$ cat config.mk
export PLATFORM = sky130hd
export DESIGN_NAME = mem_readout_merge
export DESIGN_NICKNAME = d
export VERILOG_FILES = /design/src/rtl/mem_readout_pkg.sv /design/src/rtl/readout_fifo.sv /design/src/rtl/mem_readout_merge.sv
export SDC_FILE = /design/constraint.sdc
export NUM_CORES = 1
export LEC_CHECK = 0
export CAP_MARGIN = 20
export CORE_AREA = 10 10 265 267
export CTS_CLUSTER_SIZE = 12
export DETAILED_ROUTE_END_ITERATION = 8
export DIE_AREA = 0 0 275 277
export PLACE_DENSITY = 0.6
export SLEW_MARGIN = 20
export SYNTH_ARGS = -nofsm -noshare
export SYNTH_HDL_FRONTEND = slang
export SYNTH_SLANG_ARGS = --single-unit
$ cat constraint.sdc
create_clock -name clk -period 9.47 [get_ports clk]
set_clock_uncertainty 0.1 [all_clocks]
set_input_delay 2.3675 -clock clk [delete_from_list [all_inputs] [get_ports clk]]
set_output_delay 2.3675 -clock clk [all_outputs]
set_load 0.1 [all_outputs]
$ cat src/rtl/mem_readout_pkg.sv
// Shared types and helpers for the readout merger: channel-id width,
// header channel id and the event FSM states.
package mem_readout_pkg;

    typedef enum logic [2:0] {
        ST_IDLE,
        ST_SETUP,
        ST_HEADER,
        ST_READ,
        ST_DRAIN,
        ST_DONE
    } state_e;

    // Header words carry an all-ones channel id; callers slice the low CH_W bits.
    localparam int                MAX_CH_W   = 8;
    localparam logic [MAX_CH_W-1:0] HDR_ID_ALL = '1;

    // One extra code above N_CH-1 is reserved so the header id never aliases a channel.
    function automatic int ch_w(input int n_ch);
        return $clog2(n_ch + 1);
    endfunction

endpackage

$ cat src/rtl/readout_fifo.sv
// Synchronous FIFO with flush. The output is taken from storage flops, so a word
// written in cycle t is visible at cycle t+1.
module readout_fifo #(
    parameter int WIDTH = 45,
    parameter int DEPTH = 4,
    parameter int CNT_W = $clog2(DEPTH + 1)
) (
    input  logic             clk,
    input  logic             reset_n,
    input  logic             flush_i,
    input  logic             wr_en_i,
    input  logic [WIDTH-1:0] wr_data_i,
    input  logic             rd_en_i,
    output logic [WIDTH-1:0] rd_data_o,
    output logic [CNT_W-1:0] count_o
);

    localparam int PTR_W = (DEPTH > 1) ? $clog2(DEPTH) : 1;

    logic [WIDTH-1:0] mem_q [DEPTH];
    logic [PTR_W-1:0] wr_ptr_q;
    logic [PTR_W-1:0] rd_ptr_q;
    logic [CNT_W-1:0] count_q;
    logic             push;
    logic             pop;

    function automatic logic [PTR_W-1:0] ptr_inc(input logic [PTR_W-1:0] p);
        return (p == PTR_W'(DEPTH - 1)) ? '0 : p + 1'b1;
    endfunction

    assign push = wr_en_i && (count_q != CNT_W'(DEPTH));
    assign pop  = rd_en_i && (count_q != '0);

    // NOTE: sequential state uses non-blocking assignments so every flop samples pre-edge values.
    always_ff @(posedge clk) begin
        if (!reset_n || flush_i) begin
            wr_ptr_q <= '0;
            rd_ptr_q <= '0;
            count_q  <= '0;
        end else begin
            if (push) wr_ptr_q <= ptr_inc(wr_ptr_q);
            if (pop)  rd_ptr_q <= ptr_inc(rd_ptr_q);
            if (push && !pop)      count_q <= count_q + 1'b1;
            else if (pop && !push) count_q <= count_q - 1'b1;
        end
    end

    // NOTE: storage is deliberately not reset; count_q alone says which entries are live.
    always_ff @(posedge clk) begin
        if (push) mem_q[wr_ptr_q] <= wr_data_i;
    end

    assign rd_data_o = mem_q[rd_ptr_q];
    assign count_o   = count_q;

endmodule

$ cat src/rtl/mem_readout_merge.sv
// Drains N_CH per-BX memories into one tagged stream: a BX header, then
// {ch_id, payload} words, arbitrated fixed-priority or round-robin.
module mem_readout_merge
    import mem_readout_pkg::*;
#(
    parameter int N_CH    = 12,
    parameter int DATA_W  = 40,
    parameter int ADDR_W  = 6,
    parameter int CNT_W   = 7,
    parameter int BX_W    = 3,
    parameter int RD_LAT  = 2,
    parameter int RR_MODE = 0
) (
    input  logic                          clk,
    input  logic                          reset_n,
    input  logic                          start,
    input  logic [BX_W-1:0]               bx,
    input  logic [N_CH*CNT_W-1:0]         nitems,
    output logic [N_CH-1:0]               rd_en,
    output logic [N_CH*ADDR_W-1:0]        rd_addr,
    input  logic [N_CH*DATA_W-1:0]        rd_data,
    output logic [ch_w(N_CH)+DATA_W-1:0]  out_data,
    output logic                          out_valid,
    input  logic                          out_ready,
    output logic                          out_hdr,
    output logic                          done,
    output logic                          truncated
);

    localparam int CH_W   = ch_w(N_CH);
    localparam int DEPTH  = RD_LAT + 2;
    localparam int FW     = CH_W + DATA_W + 1;
    localparam int FCNT_W = $clog2(DEPTH + 1);
    localparam int INF_W  = $clog2(RD_LAT + 1);
    localparam int REM_W  = ADDR_W + 1;
    localparam int MAX_N  = 1 << ADDR_W;
    localparam logic [CH_W-1:0] HDR_ID = HDR_ID_ALL[CH_W-1:0];

    state_e            state_q, state_d;
    logic [REM_W-1:0]  rem_q   [N_CH];
    logic [ADDR_W-1:0] addr_q  [N_CH];
    logic [BX_W-1:0]   bx_q;
    logic              epoch_q;
    logic [CH_W-1:0]   last_q;
    logic              trunc_q;
    logic              pipe_vld_q [RD_LAT];
    logic [CH_W-1:0]   pipe_ch_q  [RD_LAT];
    logic              pipe_ep_q  [RD_LAT];

    logic              any_rem;
    logic              sel_found;
    logic [CH_W-1:0]   sel_ch;
    logic [INF_W-1:0]  inflight;
    logic              issue;
    logic              ret_vld;
    logic [DATA_W-1:0] ret_data;
    logic              abort;
    logic              fifo_wr;
    logic [FW-1:0]     fifo_wdata;
    logic [FW-1:0]     fifo_rdata;
    logic [FCNT_W-1:0] fifo_cnt;

    // NOTE: every always_comb output gets a default first so no path can infer a latch.
    always_comb begin
        any_rem   = 1'b0;
        sel_found = 1'b0;
        sel_ch    = '0;
        for (int i = 0; i < N_CH; i++) begin
            int idx;
            idx = (RR_MODE != 0) ? (int'(last_q) + 1 + i) % N_CH : i;
            if (rem_q[idx] != '0) begin
                any_rem = 1'b1;
                if (!sel_found) begin
                    sel_found = 1'b1;
                    sel_ch    = CH_W'(idx);
                end
            end
        end
        inflight = '0;
        for (int s = 0; s < RD_LAT; s++) inflight += INF_W'(pipe_vld_q[s]);
        // Reads in flight already own FIFO slots, so the credit check counts them.
        issue = (state_q == ST_READ) && sel_found && !start
             && ((int'(fifo_cnt) + int'(inflight)) < DEPTH);
        ret_vld  = pipe_vld_q[RD_LAT-1] && (pipe_ep_q[RD_LAT-1] == epoch_q);
        ret_data = '0;
        for (int k = 0; k < N_CH; k++) begin
            rd_en[k] = issue && (sel_ch == CH_W'(k));
            rd_addr[k*ADDR_W +: ADDR_W] = addr_q[k];
            if (pipe_ch_q[RD_LAT-1] == CH_W'(k)) ret_data = rd_data[k*DATA_W +: DATA_W];
        end
        abort = (state_q inside {ST_SETUP, ST_HEADER, ST_READ, ST_DRAIN})
             && (any_rem || (inflight != '0) || (fifo_cnt != '0));
        fifo_wr    = (state_q == ST_HEADER) || ret_vld;
        fifo_wdata = (state_q == ST_HEADER) ? {1'b1, HDR_ID, DATA_W'(bx_q)}
                                            : {1'b0, pipe_ch_q[RD_LAT-1], ret_data};
    end

    always_comb begin
        state_d = state_q;
        unique case (state_q)
            ST_IDLE:   state_d = ST_IDLE;
            ST_SETUP:  state_d = ST_HEADER;
            ST_HEADER: if (fifo_cnt != FCNT_W'(DEPTH)) state_d = any_rem ? ST_READ : ST_DRAIN;
            ST_READ:   if (!any_rem) state_d = ST_DRAIN;
            // Look one pop ahead so done rises the cycle after the last transfer.
            ST_DRAIN:  if ((inflight == '0) && ((fifo_cnt == '0) ||
                           ((fifo_cnt == FCNT_W'(1)) && out_ready))) state_d = ST_DONE;
            ST_DONE:   state_d = ST_DONE;
            default:   state_d = ST_IDLE;
        endcase
        if (start) state_d = ST_SETUP;
    end

    always_ff @(posedge clk) begin
        if (!reset_n) begin
            state_q <= ST_IDLE;
            bx_q    <= '0;
            epoch_q <= 1'b0;
            last_q  <= CH_W'(N_CH - 1);
            trunc_q <= 1'b0;
            for (int k = 0; k < N_CH; k++) begin
                rem_q[k]  <= '0;
                addr_q[k] <= '0;
            end
            for (int s = 0; s < RD_LAT; s++) begin
                pipe_vld_q[s] <= 1'b0;
                pipe_ch_q[s]  <= '0;
                pipe_ep_q[s]  <= 1'b0;
            end
        end else begin
            state_q       <= state_d;
            trunc_q       <= start && abort;
            pipe_vld_q[0] <= issue;
            pipe_ch_q[0]  <= sel_ch;
            pipe_ep_q[0]  <= epoch_q;
            for (int s = 1; s < RD_LAT; s++) begin
                pipe_vld_q[s] <= pipe_vld_q[s-1];
                pipe_ch_q[s]  <= pipe_ch_q[s-1];
                pipe_ep_q[s]  <= pipe_ep_q[s-1];
            end
            // Event context is captured on the start edge so it is in place during SETUP.
            if (start) begin
                bx_q    <= bx;
                epoch_q <= ~epoch_q;
                last_q  <= CH_W'(N_CH - 1);
                for (int k = 0; k < N_CH; k++) begin
                    addr_q[k] <= '0;
                    rem_q[k]  <= (int'(nitems[k*CNT_W +: CNT_W]) > MAX_N) ? REM_W'(MAX_N)
                                 : REM_W'(nitems[k*CNT_W +: CNT_W]);
                end
            end else if (issue) begin
                last_q <= sel_ch;
                for (int k = 0; k < N_CH; k++) begin
                    if (sel_ch == CH_W'(k)) begin
                        addr_q[k] <= addr_q[k] + 1'b1;
                        rem_q[k]  <= rem_q[k] - 1'b1;
                    end
                end
            end
        end
    end

    readout_fifo #(
        .WIDTH (FW),
        .DEPTH (DEPTH),
        .CNT_W (FCNT_W)
    ) u_fifo (
        .clk       (clk),
        .reset_n   (reset_n),
        .flush_i   (state_q == ST_SETUP),
        .wr_en_i   (fifo_wr),
        .wr_data_i (fifo_wdata),
        .rd_en_i   (out_ready),
        .rd_data_o (fifo_rdata),
        .count_o   (fifo_cnt)
    );

    assign out_valid = (fifo_cnt != '0);
    assign out_data  = out_valid ? fifo_rdata[FW-2:0] : '0;
    assign out_hdr   = out_valid && fifo_rdata[FW-1];
    assign done      = (state_q == ST_DONE);
    assign truncated = trunc_q;

endmodule
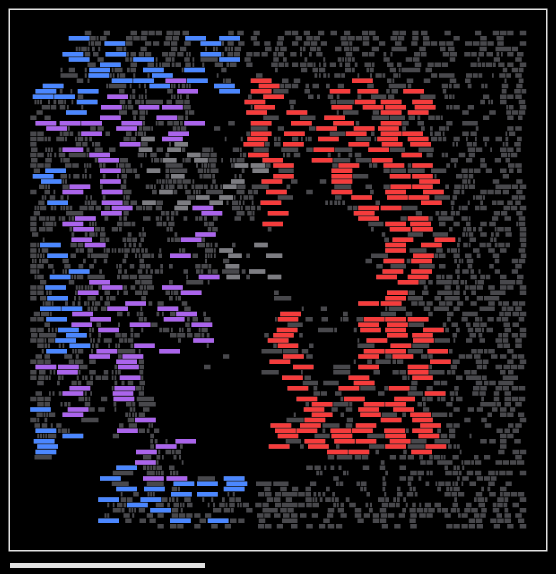
**Above:** run 1 (sequential cells grouped by signal name).
Bar = 100 µm. Other sequential cells in the stronger grey, the rest of the logic in the fainter grey.
legend:
  blue:
    netlist_name: addr_q
    flops: 72
  purple:
    netlist_name: rem_q
    flops: 84
  red:
    netlist_name: u_fifo.mem_q
    flops: 180
not coloured: 29

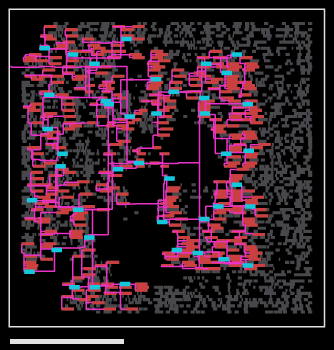
**Above:** run 1 (clock network drawn from the DEF).
Bar = 100 µm.
legend:
  magenta:
    item: clock wires
    length: 5,030 µm
  red:
    item: flip-flops
    count: 365
  cyan:
    item: clock-net drivers
    count: 42
routed clock nets: 43

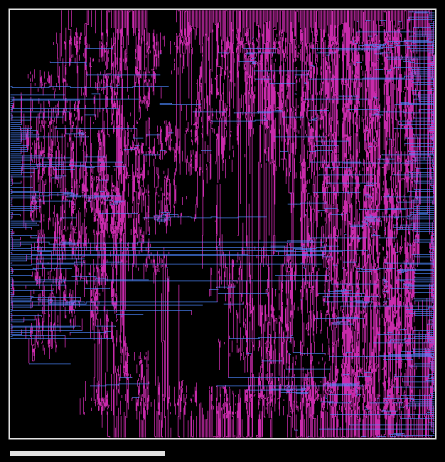
**Above:** run 1 (wiring by layer).
Bar = 100 µm. Only two layers are drawn.
legend:
  blue:
    layer: M3
    wire_length: 9,550 µm
  magenta:
    layer: M2
    wire_length: 51.3 mm

==> impl_metrics.tcl, run 1 <==
# yosys + openroad results
set metrics [dict create \
    routedLengthMet1_mm 36.42 \
    flop_cell "edfxtp_1" \
    antenna_found_initial 83 \
    nets 3071 \
    netlist_instances 1775 \
    crit_buf_inv 2 \
    postCtsSetupBuffers 0 \
    ys_sh_mux 0.1051 \
    grt_pass1_wl_mm 139.5 \
    grt_pass1_vias 18386 \
    bufAreaShareNonClock 0.2453 \
    top_area_cell "edfxtp_1" \
    post_cts_resized 0 \
    tns_ps 0 \
    grt_setup_unrepaired "no" \
    syn_area_um2 20280 \
    status "finished clean" \
    clockBufferDepth 3 \
    drt_wl_total_mm 102.2 \
    setup.worst_path.end "rd_en[5]" \
    grtUsageMet1 0.2772 \
    cts_sinks 365 \
    crit_cells 6 \
    die-area_um2 76180 \
    maxCapViolCount 0 \
    cts_tree "yes" \
    crit_required_ps 7000 \
    nWellTaps 864 \
    rr_worst_depth 9 \
    p_total_mw 4.750 \
    gr-usage-met2 0.4288 \
    hold_violations 0 \
    ff_count 365 \
    endpoint_kind "output pin" \
    r2r_slack_ps 5150 \
    numCtsBuffers 42 \
    fmax_ghz 0.1257 \
    comb.multi_input.count 1263 \
    netlist_top_cells_area "edfxtp_1 50%, mux4_2 8.2%, o21ai_0 3.6%" \
    power_leakage_nw 10.10 \
    final_cell_area_um2 29770 \
    crit_start "start" \
    num_vias 18302 \
    seq_area_um2 10680 \
]
==> run 1: metrics by stage <==
stage | worst slack [ps] | std cells | hold WS [ps]
floorplan | 2755 | 1775 | 311.9
global placement | 1544 | 3279 | 318.0
detailed placement | 1499 | 3279 | 320.0
CTS | 1476 | 3353 | 338.5
global route | 1330 | 3389 | 362.6
finish | 1513 | 3402 | 334.4
==> run 1: worst min-delay path by stage <==
stage	cells past startpoint	slack [ps]	from	end
after floorplan	1	310	pipe_ch_q[0][0]	pipe_ch_q[0][4]
after global placement	1	320	pipe_ep_q[0][0]	pipe_ep_q[0][1]
after detailed placement	1	320	pipe_ch_q[0][1]	pipe_ch_q[0][5]
after CTS	1	340	pipe_ep_q[0][0]	pipe_ep_q[0][1]
after global routing	1	360	pipe_ch_q[0][3]	pipe_ch_q[0][7]
final	1	330	pipe_ep_q[0][0]	pipe_ep_q[0][1]
==> run 1: placed cells by master (no fill, tap or decap), types with 19 or more instances in the layout <==
cell type / count
a21oi_1: 62
a221oi_1: 24
a22oi_1: 43
a31oi_1: 23
and2_1: 59
buf_4: 38
clkbuf_16: 45
clkdlybuf4s50_1: 698
dfxtp_1: 25
diode_2: 48
edfxtp_1: 336
ha_1: 40
inv_1: 49
mux2i_1: 34
mux4_2: 74
nand2_1: 154
nand3_1: 44
nand4_1: 19
nor2_1: 181
nor3_1: 24
o21ai_0: 135
o22ai_1: 25
xnor2_1: 53
xor2_1: 52
==> run 1: sequential cells by signal (all words and copies together) (netlist names), 3 cells and up, named ones only <==
name	flops
u_fifo.mem_q	180
state_q	3
rem_q	84
pipe_ch_q	8
addr_q	72
u_fifo.count_o	3
bx_q	3
==> run 1: where the power goes <==
group	switching [mW]	internal (mW)
Combinational	0.834	0.479
Clock	0.642	0.922
Sequential	0.0507	1.82
Total	1.53	3.22
**Run 1: clock wiring as the flow saved it**

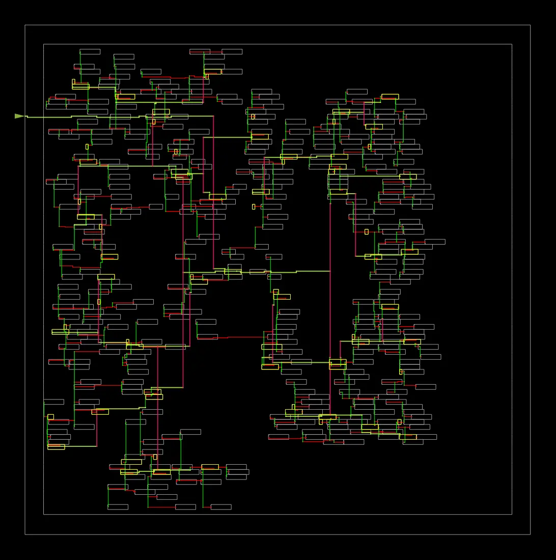

==> run 2: changes to the inputs <==
==> constraint.sdc (replaced) <==
create_clock -name clk -period 7.76 [get_ports clk]
set_clock_uncertainty 0.1 [all_clocks]
set_input_delay 1.94 -clock clk [delete_from_list [all_inputs] [get_ports clk]]
set_output_delay 1.94 -clock clk [all_outputs]
set_load 0.1 [all_outputs]
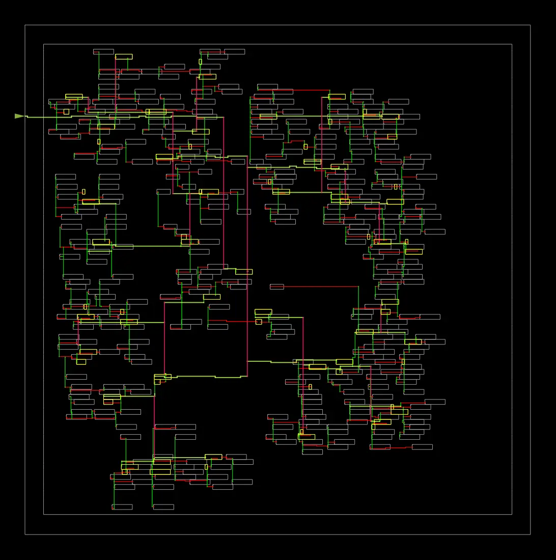
**Above:** run 2 (clock wiring as the flow saved it).
clk latency late pin: 560 ps
flop count: 365

==> run 2 against run 1 <==
Effect of this change:
- worst setup slack got worse by 72 ps
- core utilization fell by 0.14 points
- non-clock buffer count fell by 4
- combinational power rose by 21%
- critical endpoint unchanged
- sequential share of layout area rose by 0.11 points
- global-route usage rose by 0.25 points
- first-iteration DRC count fell by 8.3%
- synthesized area did not move
- largest cell class unchanged
- register-to-register slack got worse by 1800 ps
- highest routed layer unchanged
- clock power rose by 19%
==> impl_metrics.tcl, run 2 <==
# yosys + openroad results
set metrics [dict create \
    status "finished clean" \
    nets 3066 \
    finalNonFillerCells 3398 \
    netlist_instances 1775 \
    grt_util_met3 0.08788 \
    tns_ps 0 \
    num_vias 18408 \
    grt_pass1_vias 18537 \
    antenna_found_initial 85 \
    seq_power_mw 2.29 \
    grtUsageMet1 0.2815 \
    clockBufferDepth 3 \
    final_core_util 0.4556 \
    cts_sinks 365 \
    comb-power_mw 1.59 \
    endpoint_kind "output pin" \
    fmax_ghz 0.1583 \
    clkPwrFrac 0.323 \
    cts_tree "yes" \
    drt_wl_total_mm 102.5 \
    grt_pass1_wl_mm 141.2 \
    dp.cells 3275 \
    p_seq_frac 0.399 \
    ys_ff 365 \
    die-area_um2 76180 \
    top_regs "u_fifo.mem_q (180), rem_q (84), addr_q (72)" \
    largest_reg_flops 180 \
    seq_area_um2 10680 \
    flop_cell "edfxtp_1" \
    power_density_nw_per_um2 193.1 \
    crit_required_ps 5720 \
    maxCapViolCount 0 \
    post_cts_resized 0 \
    top_area_cell "edfxtp_1" \
    syn_area_um2 20280 \
    hold_violations 0 \
    numCtsBuffers 41 \
    postCtsSetupBuffers 0 \
    top_register "u_fifo.mem_q" \
    grt_setup_unrepaired "no" \
    power_switching_mw 1.861 \
    power.group.top "sequential cells" \
    netlist_top_cells_area "edfxtp_1 50%, mux4_2 8.2%, o21ai_0 3.6%" \
    gr-usage-met2 0.4318 \
    mostFrequentLayoutCell "clkdlybuf4s50_1" \
    lay_top_cells "688 x clkdlybuf4s50_1, 336 x edfxtp_1, 181 x nor2_1, 154 x nand2_1, 135 x o21ai_0" \
    p_int_mw 3.870 \
]
## run 2: layout make-up
type,instances,area share
inverter,50,0.006323
timing repair buffer,734,0.2443
antenna,48,0.004047
tap,864,0.03642
clock buffer,58,0.03840
multi-input combinational,1263,0.3066
sequential,365,0.3599
clock inverter,16,0.004047
## run 2: cells by family (layout without fill, tap and decap cells)
kind of cell / after synthesis / in the layout / share of synthesized area
buf+inv: 147 / 858 / 0.02845
xor+xnor: 105 / 105 / 0.04536
simple gates: 580 / 580 / 0.1376
compound gates: 419 / 419 / 0.1326
flops: 365 / 365 / 0.5263
mux: 119 / 119 / 0.1051
other cells: 0 / 48 / 0
fa+ha+maj: 40 / 40 / 0.02468
## run 2: path summary, 6_finish.rpt
check                         to  cells past startpoint            start  slack [ps]
max reg2reg  u_fifo.mem_q[2][27]                      9  pipe_ch_q[0][4]        3400
min              pipe_ep_q[0][1]                      1  pipe_ep_q[0][0]         330
max                     rd_en[5]                      6            start        1440
min reg2reg      pipe_ep_q[0][1]                      1  pipe_ep_q[0][0]         330
## run 2: through the flow
stage / total power, mW / instance area (µm²) / worst slack, ps / hold slack, ps
2_1_floorplan: 3.262 / 20280 / 1877 / 311.9
3_3_place_gp: 3.904 / 28250 / 1605 / 314.5
3_5_place_dp: 3.915 / 28260 / 1556 / 324.9
4_1_cts: 5.775 / 29520 / 1516 / 339.3
5_1_grt: 5.925 / 29650 / 1266 / 362.4
6_report: 5.731 / 29680 / 1441 / 335.0
## run 2: routing by layer
metal  part of all wire  wire length, µm  vias up
met5             0.0027              272        -
met4              0.056             5759       40
met3              0.097             9901      225
met2               0.49            50270      877
met1               0.35            36280     9109
li1                   -                -     8157
Power figures rest on the tool's default switching activity, not on a simulated workload.
